[config.mk]
export PLATFORM = sky130hd
export DESIGN_NAME = tmeasure_collector_flat
export DESIGN_NICKNAME = d
export VERILOG_FILES = /design/src/rtl/tmeasure_collector_if.sv /design/src/rtl/tmeasure_collector.sv /design/src/flat_wrapper.sv
export SDC_FILE = /design/constraint.sdc
export NUM_CORES = 1
export LEC_CHECK = 0
export CAP_MARGIN = 20
export CORE_UTILIZATION = 50
export CTS_CLUSTER_SIZE = 16
export DETAILED_ROUTE_END_ITERATION = 16
export PLACE_DENSITY = 0.83
export RECOVER_POWER = 50
export SLEW_MARGIN = 20
export SYNTH_ARGS = -nofsm -noshare
export SYNTH_HDL_FRONTEND = slang
export SYNTH_SLANG_ARGS = --single-unit
export TNS_END_PERCENT = 50
[constraint.sdc]
create_clock -name clk -period 7.8 [get_ports clk]
set_clock_uncertainty 0.1 [all_clocks]
set_input_delay 1.17 -clock clk [delete_from_list [all_inputs] [get_ports clk]]
set_output_delay 1.17 -clock clk [all_outputs]
set_load 0.01 [all_outputs]
[src/rtl/tmeasure_collector_if.sv]
// Request, array-control and result bundle of the period-measurement collector.
// master: requester plus array side; slave: the collector itself.
interface tmeasure_collector_if #(
  parameter int N_PHASES = 10,
  parameter int VAL_W    = 32,
  parameter int SUM_W    = 36
);
  logic                           req;
  logic                           busy;
  logic                           meas_start;
  logic                           meas_busy;
  logic [N_PHASES-1:0][VAL_W-1:0] val;
  logic [SUM_W-1:0]               result_sum;
  logic [VAL_W-1:0]               result_min;
  logic [VAL_W-1:0]               result_max;
  logic                           result_valid;
  logic                           timeout;

  modport master (
    output req, meas_busy, val,
    input  busy, meas_start, result_sum,
    input  result_min, result_max,
    input  result_valid, timeout
  );

  modport slave (
    input  req, meas_busy, val,
    output busy, meas_start, result_sum,
    output result_min, result_max,
    output result_valid, timeout
  );
endinterface

[src/rtl/tmeasure_collector.sv]
// Launches one array measurement, waits for completion, then reduces the
// per-phase counts to sum/min/max. A watchdog aborts a stuck array.
module tmeasure_collector #(
  parameter int N_PHASES = 10,
  parameter int VAL_W    = 32,
  parameter int SUM_W    = 36,
  parameter int TIMEOUT  = 2**24
) (
  input logic clk,
  input logic rst_n,
  tmeasure_collector_if.slave bus
);
  localparam int WD_W = (TIMEOUT > 1) ? $clog2(TIMEOUT) : 1;
  localparam int IX_W = $clog2(N_PHASES + 1);
  localparam logic [WD_W-1:0] WD_MAX = WD_W'(TIMEOUT - 1);
  localparam logic [IX_W-1:0] IX_END = IX_W'(N_PHASES);

  typedef enum logic [2:0] {
    IDLE, LAUNCH, WAIT_ACK, WAIT_DONE, ACCUM, DONE
  } state_t;

  state_t state, state_nxt;

  logic [WD_W-1:0]  wd, wd_nxt;
  logic [IX_W-1:0]  idx, idx_nxt;
  logic [SUM_W-1:0] acc_sum, acc_sum_nxt;
  logic [VAL_W-1:0] acc_min, acc_min_nxt;
  logic [VAL_W-1:0] acc_max, acc_max_nxt;
  logic [SUM_W-1:0] r_sum, r_sum_nxt;
  logic [VAL_W-1:0] r_min, r_min_nxt;
  logic [VAL_W-1:0] r_max, r_max_nxt;
  logic             r_to, r_to_nxt;
  logic             r_busy, r_start, r_valid;
  logic             busy_nxt;
  logic [VAL_W-1:0] v;

  always_ff @(posedge clk or negedge rst_n) begin
    if (!rst_n) begin
      state <= IDLE;
    end else begin
      state <= state_nxt;
    end
  end

  always_comb begin
    state_nxt   = state;
    wd_nxt      = wd;
    idx_nxt     = idx;
    acc_sum_nxt = acc_sum;
    acc_min_nxt = acc_min;
    acc_max_nxt = acc_max;
    r_sum_nxt   = r_sum;
    r_min_nxt   = r_min;
    r_max_nxt   = r_max;
    r_to_nxt    = r_to;
    v           = '0;
    unique case (state)
      IDLE, DONE: begin
        if (bus.req) begin
          state_nxt = LAUNCH;
          r_to_nxt  = 1'b0;
          wd_nxt    = '0;
        end
      end
      LAUNCH: state_nxt = WAIT_ACK;
      WAIT_ACK, WAIT_DONE: begin
        // watchdog expiry takes priority over any meas_busy edge
        if (wd == WD_MAX) begin
          state_nxt = DONE;
          r_to_nxt  = 1'b1;
          r_sum_nxt = '0;
          r_min_nxt = '0;
          r_max_nxt = '0;
        end else begin
          wd_nxt = wd + WD_W'(1);
          if (state == WAIT_ACK && bus.meas_busy) begin
            state_nxt = WAIT_DONE;
          end else if (state == WAIT_DONE && !bus.meas_busy) begin
            state_nxt   = ACCUM;
            idx_nxt     = '0;
            acc_sum_nxt = '0;
            acc_min_nxt = '1;
            acc_max_nxt = '0;
          end
        end
      end
      ACCUM: begin
        if (idx == IX_END) begin
          state_nxt = DONE;
          r_sum_nxt = acc_sum;
          r_min_nxt = acc_min;
          r_max_nxt = acc_max;
        end else begin
          v           = bus.val[idx];
          acc_sum_nxt = acc_sum + SUM_W'(v);
          if (v < acc_min) acc_min_nxt = v;
          if (v > acc_max) acc_max_nxt = v;
          idx_nxt = idx + IX_W'(1);
        end
      end
      default: state_nxt = IDLE;
    endcase
  end

  assign busy_nxt = (state_nxt == LAUNCH)   ||
                    (state_nxt == WAIT_ACK) ||
                    (state_nxt == WAIT_DONE) ||
                    (state_nxt == ACCUM);

  always_ff @(posedge clk or negedge rst_n) begin
    if (!rst_n) begin
      wd      <= '0;
      idx     <= '0;
      acc_sum <= '0;
      acc_min <= '0;
      acc_max <= '0;
      r_sum   <= '0;
      r_min   <= '0;
      r_max   <= '0;
      r_to    <= 1'b0;
      r_busy  <= 1'b0;
      r_start <= 1'b0;
      r_valid <= 1'b0;
    end else begin
      wd      <= wd_nxt;
      idx     <= idx_nxt;
      acc_sum <= acc_sum_nxt;
      acc_min <= acc_min_nxt;
      acc_max <= acc_max_nxt;
      r_sum   <= r_sum_nxt;
      r_min   <= r_min_nxt;
      r_max   <= r_max_nxt;
      r_to    <= r_to_nxt;
      r_busy  <= busy_nxt;
      r_start <= (state_nxt == LAUNCH);
      r_valid <= (state_nxt == DONE);
    end
  end

  assign bus.busy         = r_busy;
  assign bus.meas_start   = r_start;
  assign bus.result_sum   = r_sum;
  assign bus.result_min   = r_min;
  assign bus.result_max   = r_max;
  assign bus.result_valid = r_valid;
  assign bus.timeout      = r_to;
endmodule

[src/flat_wrapper.sv]
// flat-port wrapper written by rule: the top's interface ports become plain ports
module tmeasure_collector_flat 
#(
  parameter int N_PHASES = 10,
  parameter int VAL_W    = 32,
  parameter int SUM_W    = 36,
  parameter int TIMEOUT  = 2**24
)
  (clk, rst_n, bus_req, bus_meas_busy, bus_val, bus_busy, bus_meas_start, bus_result_sum, bus_result_min, bus_result_max, bus_result_valid, bus_timeout);
  tmeasure_collector_if #(.N_PHASES(N_PHASES), .VAL_W(VAL_W), .SUM_W(SUM_W)) bus_i ();
  input logic clk;
  input logic rst_n;
  input wire logic [$bits(bus_i.req)-1:0] bus_req;
  input wire logic [$bits(bus_i.meas_busy)-1:0] bus_meas_busy;
  input wire logic [$bits(bus_i.val)-1:0] bus_val;
  output wire logic [$bits(bus_i.busy)-1:0] bus_busy;
  output wire logic [$bits(bus_i.meas_start)-1:0] bus_meas_start;
  output wire logic [$bits(bus_i.result_sum)-1:0] bus_result_sum;
  output wire logic [$bits(bus_i.result_min)-1:0] bus_result_min;
  output wire logic [$bits(bus_i.result_max)-1:0] bus_result_max;
  output wire logic [$bits(bus_i.result_valid)-1:0] bus_result_valid;
  output wire logic [$bits(bus_i.timeout)-1:0] bus_timeout;
  assign bus_i.req = bus_req;
  assign bus_i.meas_busy = bus_meas_busy;
  assign bus_i.val = bus_val;
  assign bus_busy = bus_i.busy;
  assign bus_meas_start = bus_i.meas_start;
  assign bus_result_sum = bus_i.result_sum;
  assign bus_result_min = bus_i.result_min;
  assign bus_result_max = bus_i.result_max;
  assign bus_result_valid = bus_i.result_valid;
  assign bus_timeout = bus_i.timeout;
  tmeasure_collector #(.N_PHASES(N_PHASES), .VAL_W(VAL_W), .SUM_W(SUM_W), .TIMEOUT(TIMEOUT)) u_core (.clk(clk), .rst_n(rst_n), .bus(bus_i));
endmodule
**Clock wiring as the flow saved it**

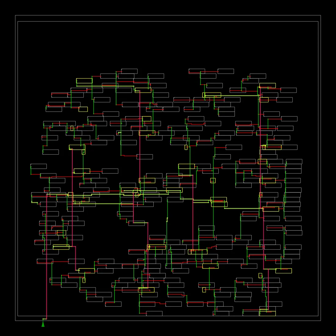
clock-net power: 1.12 mW
Clock Sink Count: 235

==> run_results.csv <==
group,metric,value,unit
clock_tree,cts_buffers,25,
critical_path,reg2reg_slack,2010,ps
placed_design,globalplace.congestion,0.920,
clock_tree,clkTransAtPathRegs,60,ps
critical_path,cp_max_fo,55,
grt,grt_start_max_net_pins,125,
flow_run,drv_cap,3,
finish,layout_top_cell,"clkdlybuf4s50_1",
routing,drt_iter0_markers,1379,
critical_path,cp_top_family,"AND-OR/OR-AND gates",
sta,finalHoldViolations,0,
floorplan,dieArea,30600,sq um
routing,dr.pass1.iters,5,
synthesis,syn-cell-area,14900,sq um
clock_tree,hold_buffers,0,
clock_tree,cts_root_buf,"clkbuf_16",
synthesis,synth_nets,1944,
grt,grt_overflow_total,0,
finish,nets,2320,
critical_path,cp-start-kind,"register",
grt,grtUsageMet2,55.1,%
pwr,total_power,6.30,mW
pwr,power_density,310,nW/um^2
synthesis,ys_types,65,
grt,busiest_layer,"met2",
synthesis,synth.logic.top_family,"AND-OR/OR-AND gates",
hold_path,min_path_cells,2,
floorplan,io_pins,428,
critical_path,rr_startpoint,"u_core.idx[0]",
placed_design,placedCellCount,2253,
synthesis,ys_seq_share,39.4,%
status,violations,"capacitance limit, slew limit",
sta,fmax,173,MHz
synthesis,synth-warning-count,0,
critical_path,reg2reg_depth,16,
hold_path,hold_path.class,"register to register",
synthesis,aoi_share,18.7,%
sta,relSlewSlack,-122,%
critical_path,critPathCaptureType,"register",
synthesis,ys_async_sr_fraction,100,%
sta,timing.final.crit_share,74.2,%
synthesis,flop_cell,"dfrtp_1",
routing,drc,0,
synthesis,ys_sh_adder,8.34,%
finish,stdcell_count,2300,
placed_design,place_hpwl,41.0,mm
grt,first_global_vias,14100,
status,status,"complete, but fails checks",
synthesis,ys_area,14900,sq um
clock_tree,clk_latency,520,ps
placed_design,port_buffers,427,
critical_path,crit_start,"u_core.idx[0]",
routing,post_drt_wl_per_cell,23.2,microns
hold_path,whs_endpoint,"u_core.bus.result_sum[35]",
routing,ant_nets,0,
sta,finalSetupViolations,0,
critical_path,endpoint,"u_core.acc_sum[30]",
pwr,power.leakage,8.97,nW
clock_tree,post_cts_buffers,0,
routing,wl_met2,25.1,mm
clock_tree,clockBufferDepth,3,
grt,antenna_found_initial,2,
sta,worstMarginPinSlew,3320,ps
clock_tree,cts_repair_resize_count,0,
finish,areaGrowthSynthToFinish,36.0,%
critical_path,critPathArrivalTime,6090,ps
synthesis,edf_count,0,
finish,fillers,2259,
critical_path,worstPathRequired,8100,ps
sta,maxSlewViolCount,163,
critical_path,timing.rr.end,"u_core.acc_sum[30]",
critical_path,cp_num_buf_inv,3,
grt,use_met3,7.18,%
synthesis,synth.area.mux_share,12.2,%
critical_path,crit_top_cell,"o31ai_1",
floorplan,fp_util,51.5,%
routing,dr.max_layer_used,"met5",
routing,viasPerCell,6.16,
floorplan,die_h,175,microns
sta,period_needed,5790,ps
grt,grt_use_met1,45.4,%
flow_run,tool_warnings,30,
sta,timing.setup.tns,0,ps
sta,rsz0062_at_grt,"false",
synthesis,ys_sh_xor,2.81,%
routing,drt-met1-wl,20.8,mm
synthesis,ys_seq_elements,235,
synthesis,syn_inst,1521,
critical_path,slowest_stage,"dfrtp_4",
clock_tree,cts-htree-levels,1,
critical_path,crit_type,"register to register",
floorplan,die_x,175,microns
critical_path,crit_cells,16,
finish,lay_top_cells,"382 x clkdlybuf4s50_1, 242 x nand2_1, 232 x dfrtp_1",
sta,hold-worst-slack,361,ps
clock_tree,cts_tree,"done",
synthesis,synth_area_per_cell,9.82,sq um
synthesis,ys_cells,1521,
routing,wirelength,53.4,mm
**Cells coloured by class**

(2 px per micron) Fill, decap, tap and diode cells in grey.
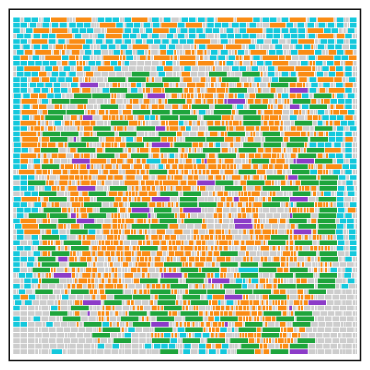
colour	class	cells	share of their area
cyan	other buffers and delay cells	450	23%
orange	all other logic	1,185	44%
green	flip-flops	235	30%
purple	clock drivers and dummy loads	44	3.8%
row cnt: 62
core area: 29,000 sq um
final instance area: 20,300 sq um
final core occ: 70.0%
fraction of area in registers: 29.0%

==> cell usage after synthesis, drive strengths merged (15+ instances only) <==
master	n	area (sq um)
a21o	25	189
nand2	242	908
o21ai	63	315
nor2	61	229
nand4	18	113
dfrtp	235	5880
mux2	34	383
xnor2	18	158
ha	98	1230
nor2b	15	93.8
a21oi	72	364
clkbuf	88	330
a22o	34	298
xor2	30	263
nand3	70	350
mux4	64	1440
inv	84	315
o31ai	71	533
o22a	32	280
a221oi	33	289
==> per-stage QoR <==
stage / worst slack [ps] / instance area, sq um
after global placement: 2050 / 19500
after floorplan: 3200 / 14900
after global routing: 1720 / 20300
after detailed placement: 1980 / 19500
after CTS: 2030 / 20300
final: 2010 / 20300
==> cell type report <==
class                           count  area [sq um]  share of cell area (%)
Antenna cell                        2          5.00                  0.0246
Tap cell                          384           480                    2.37
Sequential cell                   235          5890                    29.0
Multi-Input combinational cell   1101          8390                    41.3
Timing Repair Buffer              450          4470                    22.0
Inverter                           84           315                    1.55
Clock buffer                       38           724                    3.57
Clock inverter                      6          35.0                   0.172
==> flip-flops by register name, indices dropped and copies added, names as in the netlist, 3 cells and up <==
register,cells
u_core.bus.result_min,32
u_core.bus.result_sum,36
u_core.acc_min,32
u_core.wd,24
u_core.bus.result_max,32
u_core.acc_sum,36
u_core.acc_max,32
u_core.state,3
u_core.idx,4
==> power by group <==
group | switching (mW) | internal (mW)
Sequential | 0.242 | 1.39
Combinational | 2.03 | 1.52
Clock | 0.481 | 0.637
Total | 2.75 | 3.55
==> cells by family after synthesis <==
kind of cell | Yosys count
xor+xnor | 48
buf+inv | 185
fa+ha+maj | 99
mux | 98
compound gates | 395
simple gates | 461
flops | 235
Power figures rest on the tool's default switching activity, not on a simulated workload.
